## src/rtl/regfile_sequencer.sv

```systemverilog
// regfile_sequencer
//   Multi-cycle controller that executes one instruction at a time against an
//   external 16-entry register file with a single combinational read port and
//   one write port. Each operand is read in its own cycle. The result comes
//   from an internal ALU and is written back through the same address bus.
//
// Build option:
//   CTRL_MUL_EN  defined   -> MUL is executed (low DATA_W bits of product).
//                undefined -> MUL is rejected in one cycle with err+done and
//                             no write. No multiplier is built.
//
// Ports:
//   clock        in   single clock, rising edge
//   reset        in   synchronous, active-low
//   instr_in     in   {opcode[2:0], dest, src1, imm}; src2 = imm[ADDR_W-1:0]
//   instr_valid  in   instruction present
//   instr_ready  out  high only in IDLE; transfer on valid & ready
//   rf_addr      out  register file read/write index
//   rf_rdata     in   combinational read data for rf_addr
//   rf_we        out  one-cycle write strobe
//   rf_wdata     out  write data
//   rf_clear     out  one-cycle clear-all strobe
//   disp_value   out  last DISPLAY value, held
//   disp_addr    out  register index of disp_value, held
//   disp_valid   out  one-cycle pulse when disp_value updates
//   done         out  one-cycle pulse on the final cycle of each instruction
//   err          out  one-cycle pulse for an unsupported opcode
module regfile_sequencer #(
  parameter int DATA_W = 16,
  parameter int ADDR_W = 4,
  parameter int IMM_W  = 5
) (
  input  logic                          clock,
  input  logic                          reset,
  input  logic [2+2*ADDR_W+IMM_W:0]     instr_in,
  input  logic                          instr_valid,
  output logic                          instr_ready,
  output logic [ADDR_W-1:0]             rf_addr,
  input  logic [DATA_W-1:0]             rf_rdata,
  output logic                          rf_we,
  output logic [DATA_W-1:0]             rf_wdata,
  output logic                          rf_clear,
  output logic [DATA_W-1:0]             disp_value,
  output logic [ADDR_W-1:0]             disp_addr,
  output logic                          disp_valid,
  output logic                          done,
  output logic                          err
);

  localparam int IW = 3 + 2*ADDR_W + IMM_W;

  typedef enum logic [2:0] {
    OP_LOAD, OP_ADD, OP_ADDI, OP_SUB, OP_SUBI, OP_MUL, OP_CLEAR, OP_DISP
  } opcode_t;

  // ERR is only reachable when the multiplier is not built.
  typedef enum logic [2:0] {
    IDLE, RD_A, RD_B, EXEC, WRITE, CLR, DISP, ERR
  } state_t;

  state_t            r_state, w_next;
  logic [IW-1:0]     r_instr;
  logic [DATA_W-1:0] r_op_a, r_op_b, r_result;
  logic [DATA_W-1:0] r_disp_value;
  logic [ADDR_W-1:0] r_disp_addr;

  opcode_t           w_in_op, w_op;
  logic [ADDR_W-1:0] w_dest, w_src1, w_src2;
  logic [IMM_W-1:0]  w_imm;
  logic [DATA_W-1:0] w_imm_z, w_alu;

  assign w_in_op = opcode_t'(instr_in[IW-1 -: 3]);
  assign w_op    = opcode_t'(r_instr[IW-1 -: 3]);
  assign w_dest  = r_instr[IW-4 -: ADDR_W];
  assign w_src1  = r_instr[ADDR_W+IMM_W-1 -: ADDR_W];
  assign w_imm   = r_instr[IMM_W-1:0];
  assign w_src2  = w_imm[ADDR_W-1:0];
  assign w_imm_z = {{(DATA_W-IMM_W){1'b0}}, w_imm};

  always_comb begin
    w_alu = '0;
    case (w_op)
      OP_ADD:  w_alu = r_op_a + r_op_b;
      OP_ADDI: w_alu = r_op_a + w_imm_z;
      OP_SUB:  w_alu = r_op_a - r_op_b;
      OP_SUBI: w_alu = r_op_a - w_imm_z;
`ifdef CTRL_MUL_EN
      OP_MUL:  w_alu = r_op_a * r_op_b;
`endif
      default: w_alu = '0;
    endcase
  end

  always_ff @(posedge clock) begin
    if (!reset) r_state <= IDLE;
    else        r_state <= w_next;
  end

  always_ff @(posedge clock) begin
    if (!reset) begin
      r_instr      <= '0;
      r_op_a       <= '0;
      r_op_b       <= '0;
      r_result     <= '0;
      r_disp_value <= '0;
      r_disp_addr  <= '0;
    end else begin
      if (r_state == IDLE && instr_valid) r_instr <= instr_in;
      if (r_state == RD_A) r_op_a <= rf_rdata;
      if (r_state == RD_B) r_op_b <= rf_rdata;
      if (r_state == EXEC) r_result <= w_alu;
      if (r_state == DISP) begin
        r_disp_value <= r_op_a;
        r_disp_addr  <= w_src1;
      end
    end
  end

  always_comb begin
    w_next      = r_state;
    instr_ready = 1'b0;
    rf_addr     = w_src1;
    rf_we       = 1'b0;
    rf_wdata    = (w_op == OP_LOAD) ? w_imm_z : r_result;
    rf_clear    = 1'b0;
    done        = 1'b0;
    disp_valid  = 1'b0;
    err         = 1'b0;
    // Outside DISP the held registers drive the display. In DISP the new
    // value is forwarded so that it appears together with disp_valid.
    disp_value  = r_disp_value;
    disp_addr   = r_disp_addr;
    case (r_state)
      IDLE: begin
        instr_ready = 1'b1;
        if (instr_valid) begin
          case (w_in_op)
            OP_LOAD:  w_next = WRITE;
            OP_CLEAR: w_next = CLR;
`ifndef CTRL_MUL_EN
            OP_MUL:   w_next = ERR;
`endif
            default:  w_next = RD_A;
          endcase
        end
      end
      RD_A: begin
        case (w_op)
          OP_DISP:          w_next = DISP;
          OP_ADDI, OP_SUBI: w_next = EXEC;
          default:          w_next = RD_B;
        endcase
      end
      RD_B: begin
        rf_addr = w_src2;
        w_next  = EXEC;
      end
      EXEC: w_next = WRITE;
      WRITE: begin
        rf_addr = w_dest;
        rf_we   = 1'b1;
        done    = 1'b1;
        w_next  = IDLE;
      end
      CLR: begin
        rf_clear = 1'b1;
        done     = 1'b1;
        w_next   = IDLE;
      end
      DISP: begin
        disp_value = r_op_a;
        disp_addr  = w_src1;
        disp_valid = 1'b1;
        done       = 1'b1;
        w_next     = IDLE;
      end
      ERR: begin
        done   = 1'b1;
`ifndef CTRL_MUL_EN
        err    = 1'b1;
`endif
        w_next = IDLE;
      end
      default: w_next = IDLE;
    endcase
  end

endmodule

```

## config.mk

```make
export PLATFORM = sky130hd
export DESIGN_NAME = regfile_sequencer
export DESIGN_NICKNAME = d
export VERILOG_FILES = /design/src/rtl/regfile_sequencer.sv
export SDC_FILE = /design/constraint.sdc
export NUM_CORES = 1
export LEC_CHECK = 0
export ABC_CLOCK_PERIOD_IN_PS = 3400
export CAP_MARGIN = 20
export CORE_ASPECT_RATIO = 1.5
export CORE_MARGIN = 3
export CORE_UTILIZATION = 39
export DETAILED_ROUTE_END_ITERATION = 8
export DONT_BUFFER_PORTS = 1
export PLACE_DENSITY = 0.63
export SETUP_SLACK_MARGIN = 0.1
export SYNTH_ARGS = -nofsm -noshare
export SYNTH_HDL_FRONTEND = slang
export SYNTH_SLANG_ARGS = --single-unit
```

## constraint.sdc

```tcl
create_clock -name clock -period 3.4 [get_ports clock]
set_input_delay 0.51 -clock clock [delete_from_list [all_inputs] [get_ports clock]]
set_output_delay 0.51 -clock clock [all_outputs]
set_load 0.01 [all_outputs]
```

run_1/sizes.png
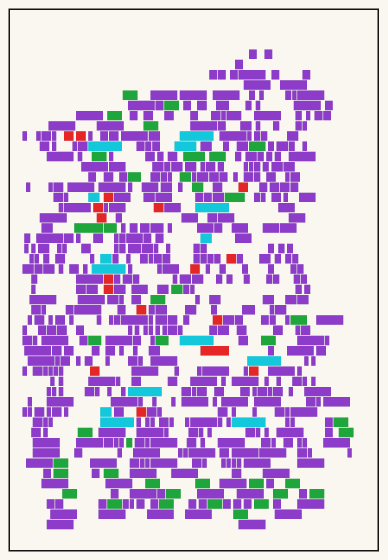
Key: red = _3 and _4 cells [cells 17, most used buf_4]; green = _2 cells [cells 40, most used mux2_2]; purple = _0 and _1 cells [cells 533, most used nand2_1]; cyan = _6 and larger [cells 14, most used clkbuf_16]
Non-clk bufs: 15
Area Overhead vs Synth: 10.3%
post-route cell area: 0.00544 sq mm

run_1/wires.png
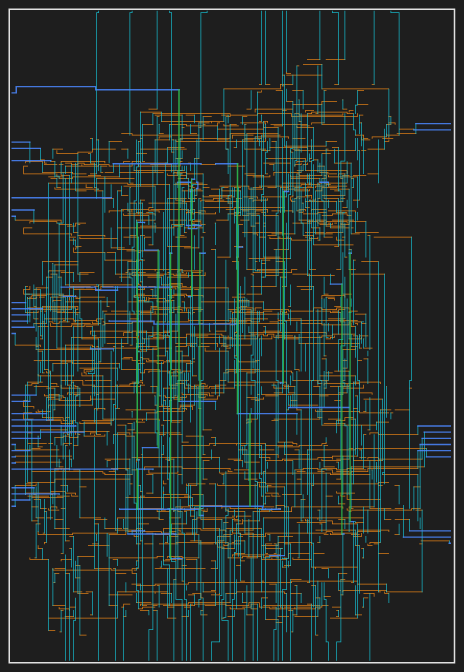
Key: cyan = metal 2 [wire length 6,950 um]; orange = metal 1 [wire length 4,740 um]; blue = metal 3 [wire length 506 um]; green = metal 4 [wire length 556 um]
GRT Util Overall: 0.184
drt wl/cell: 16.8 um
Via Count: 4,139
WL final: 12,700 um

==> flow_summary_export.csv, run 1 <==
group,metric,value,unit
power_and_ir_drop,powerSeq,1.37,mW
power_and_ir_drop,swShare,0.448,
grt,gr-total-overflow,0,
timing,setup_slack,0.310,ns
yosys,ys_sh_xor,0.0533,
worst_setup_path,worstPathRequired,3.65,ns
power_and_ir_drop,pg_comb,3.12,mW
worst_setup_path,slowest_delay,0.38,ns
timing,slew-limit-headroom,0.296,
cts,cts_tree,"done",
layout,lay_top_count,"nand2_1",
yosys,synth-compound-area-share,0.212,
power_and_ir_drop,power_leader,"combinational logic",
yosys,synth_dominant_cell_count,"nand2_1",
yosys,yosys_register_bits,87,
yosys,mux_share,0.0591,
worst_setup_path,critPathTopFamily,"AND-OR/OR-AND gates",
power_and_ir_drop,internal_power,3.01,mW
power_and_ir_drop,p_leak,2.10,nW
routing,drc,0,
yosys,ff_type,"dfxtp_1",
worst_setup_path,reg2reg_from,"r_op_b[0]$_SDFFE_PN0N_",
worst_setup_path,regToRegEndpoint,"r_result[7]$_SDFFE_PN0P_",
yosys,synthArstFlopShare,0,
timing,fin_hold_ws,0.296,ns
timing,drv_slew,0,
cts,cts-hold-fix-buffers,0,
timing,setup_viol,0,
cts,clk_pin_slew,0.07,ns
run_status,run_status,"finished, final reports clean",
worst_setup_path,crit_type,"flip-flop to flip-flop",
yosys,synthTopLogicFamily,"simple AND/OR/NAND/NOR gates",
place,place_area,0.00509,sq mm
run_1/placement_by_type.png
Fill, decap, tap and diode cells in gray.
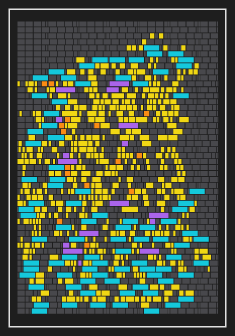
Key: orange = remaining buffers and delay cells [cells 15]; cyan = sequential cells [cells 87]; yellow = combinational and other logic [cells 486]; purple = clock drivers and dummy loads [cells 16]
Seq/total area: 0.321
final core occ: 0.446

run_1/placement.png
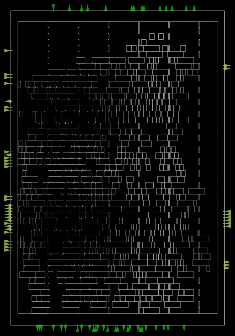
Core Box Area: 0.0122 sq mm
row cnt: 49
Fill cells: 1,253
well tap count: 153

-- run 1: routing by layer --
layer | share of wire | wire length [um] | vias to the layer above | GRT usage
met5 | 0 | 0 | - | 0
met4 | 0.044 | 556 | 0 | 0.0941
met3 | 0.040 | 506 | 26 | 0.0398
met2 | 0.55 | 6950 | 96 | 0.356
met1 | 0.37 | 4740 | 1942 | 0.183
li1 | - | - | 2075 | -
-- run 1: how the worst max path moves through the flow --
stage / start / endpoint / slack [ns] / cells past startpoint
after floorplan: r_instr[14]$_SDFFE_PN0P_ / r_result[8]$_SDFFE_PN0P_ / 0.44 / 16
after global placement: r_instr[13]$_SDFFE_PN0P_ / r_result[14]$_SDFFE_PN0P_ / 0.26 / 12
after detailed placement: r_instr[13]$_SDFFE_PN0P_ / r_result[14]$_SDFFE_PN0P_ / 0.17 / 12
after CTS: r_instr[13]$_SDFFE_PN0P_ / r_result[14]$_SDFFE_PN0P_ / 0.15 / 12
after global routing: r_op_b[0]$_SDFFE_PN0N_ / r_result[7]$_SDFFE_PN0P_ / 0.06 / 14
final: r_op_b[0]$_SDFFE_PN0N_ / r_result[7]$_SDFFE_PN0P_ / 0.31 / 14
-- run 1: state kept, by name, indices dropped and copies added (netlist names) --
| name | count |
|---|---|
| r_disp_addr | 4 |
| r_disp_value | 16 |
| r_instr | 16 |
| r_op_a | 16 |
| r_op_b | 16 |
| r_result | 16 |
| r_state | 3 |
-- run 1: area by class of cell --
| class | instances | area, sq um | share of cell area |
|---|---|---|---|
| clock buffers | 9 | 225 | 0.0414 |
| clock inverters | 7 | 63.8 | 0.0117 |
| inverters | 16 | 60.1 | 0.0110 |
| multi-input cells | 470 | 3040 | 0.559 |
| flip-flops and latches | 87 | 1740 | 0.321 |
| well taps | 153 | 191 | 0.0352 |
| repair buffers | 15 | 113 | 0.0207 |
## Run 2: what changed since run 1
- CELL_PAD_IN_SITES_DETAIL_PLACEMENT: not set -> 0
- CELL_PAD_IN_SITES_GLOBAL_PLACEMENT: not set -> 1
- CORE_MARGIN: 3 -> 5
- PLACE_DENSITY: 0.63 -> 0.78
==> run 2 against run 1 <==
  * Worst setup slack worse by 0.019 ns
  * Clock power fell by 0.5%
  * Total power increased by 0.20%
  * Combinational power about the same
  * Largest power group unchanged
  * Via count down 0.39%
  * Routed wire length increased by 0.14%
  * Count of clock-buffer cells in the layout grew 1
  * Highest routed layer unchanged
  * Critical endpoint unchanged
  * Maximum frequency shrank 0.62%
==> flow_summary_export.csv, run 2 <==
group,metric,value,unit
cts,cts_root_buf,"clkbuf_16",
routing,wl_per_cell,16.7,um
timing,tightest_slew,0.934,ns
layout,fin_util,0.440,
yosys,synth_warnings,0,
layout,syn_to_final_growth,11.2,%
routing,dr_wl_met2,7070,um
routing,finalWirelength,12800,um
yosys,fa_ha_area_frac,0.0523,
cts,clk_pin_slew,0.07,ns
grt,grt_util_met2,0.334,
grt,gr-usage-met3,0.0340,
grt,gr-total-overflow,0,
yosys,synthTopLogicFamily,"simple AND/OR/NAND/NOR gates",
worst_setup_path,crit_type,"flip-flop to flip-flop",
grt,grt_most_used_layer,"met2",
layout,lay_top_count,"nand2_1",
run_status,run_status,"finished, final reports clean",
timing,slew-limit-headroom,0.376,
routing,viasPerCell,5.40,
cts,cts_tree,"done",
yosys,ys_sh_xor,0.0533,
worst_setup_path,worstPathRequired,3.64,ns
cts,cts-hold-fix-buffers,0,
power_and_ir_drop,p_leak,2.13,nW
grt,track_usage,0.177,
floorplanning,core_area,0.0124,sq mm
routing,maxUsedRoutingLayer,"met4",
yosys,synth-compound-area-share,0.212,
place,hpwl,9860,um
routing,wl_met3,513,um
routing,drc,0,
grt,use_met1,0.185,
floorplanning,num_rows,50,
routing,vias,4123,
yosys,ys_area,0.00493,sq mm
timing,setup_viol,0,
yosys,ff_type,"dfxtp_1",
timing,drv_slew,0,
routing,wl_met1,4720,um
yosys,synth_dominant_cell_count,"nand2_1",
yosys,synthArstFlopShare,0,
yosys,yosys_register_bits,87,
floorplanning,fp_util,0.396,
yosys,mux_share,0.0591,
[run 2: cell counts after synthesis]
Identical to the previous run, type by type.
[run 2: metrics by stage]
stage          instances  setup slack [ns]  instance area (sq um)
6_report             764             0.290                   5480
3_3_place_gp         745             0.173                   5110
4_1_cts              761             0.150                   5400
5_1_grt              764            0.0929                   5480
3_5_place_dp         745             0.160                   5110
2_1_floorplan        610             0.443                   4930
[run 2: worst max-delay path, cell delays in order (launching register included)]
cell and delay [ns]:
dfxtp_1 0.34, inv_1 0.06, ha_1 0.21, and2_1 0.16, ha_1 0.27, mux2_2 0.26
a22o_1 0.20, a21oi_1 0.15, ha_1 0.30, o2111ai_1 0.13, a41oi_2 0.17, or3_1 0.35
xor2_1 0.16, a32o_1 0.25
[run 2: power by group]
group          switching [mW]  internal (mW)  leakage [nW]
clock                   0.437          0.528         0.146
combinational            1.78           1.36          1.27
sequential              0.196           1.16         0.706
[run 2: final timing paths]
check                                          startpoint                         to  slack (ns)  cells past startpoint
worst max-delay path              r_instr[0]$_SDFFE_PN0P_   r_result[7]$_SDFFE_PN0P_        0.29                     13
worst min-delay path                         instr_in[13]   r_instr[13]$_SDFFE_PN0P_        0.30                      2
worst max register to register    r_instr[0]$_SDFFE_PN0P_   r_result[7]$_SDFFE_PN0P_        0.29                     13
worst min register to register  r_result[10]$_SDFFE_PN0P_  r_result[10]$_SDFFE_PN0P_        0.45                      2
[run 2: cell type report]
class | instances | area (sq um)
Fill cell | 1275 | 6970
Multi-Input combinational cell | 470 | 3040
Sequential cell | 87 | 1740
Clock buffer | 10 | 239
Tap cell | 156 | 195
Timing Repair Buffer | 19 | 146
Inverter | 16 | 60.1
Clock inverter | 6 | 53.8
run_2/io_fan.png
The bar under the picture is 20 um long.
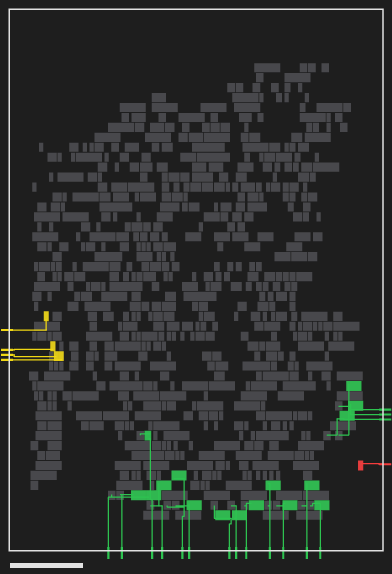
Key: yellow = rf_addr [direction output, edge west, end cells 4, wire 50.2 um]; green = disp_value [direction output, edge 13 south, 3 east, end cells 16, wire 316 um]; red = disp_valid [direction output, edge east, end cells 1, wire 5.70 um]
port bufs: 0
IO Count: 81

run_2/placement_by_type.png
Fill, decap, tap and diode cells in gray.
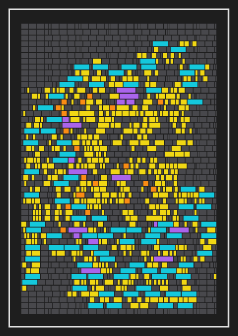
Key: cyan = sequential cells [cells 87]; yellow = combinational and other logic [cells 486]; orange = remaining buffers and delay cells [cells 19]; purple = clock drivers and dummy loads [cells 16]

Power is estimated from default activity; no workload was simulated.
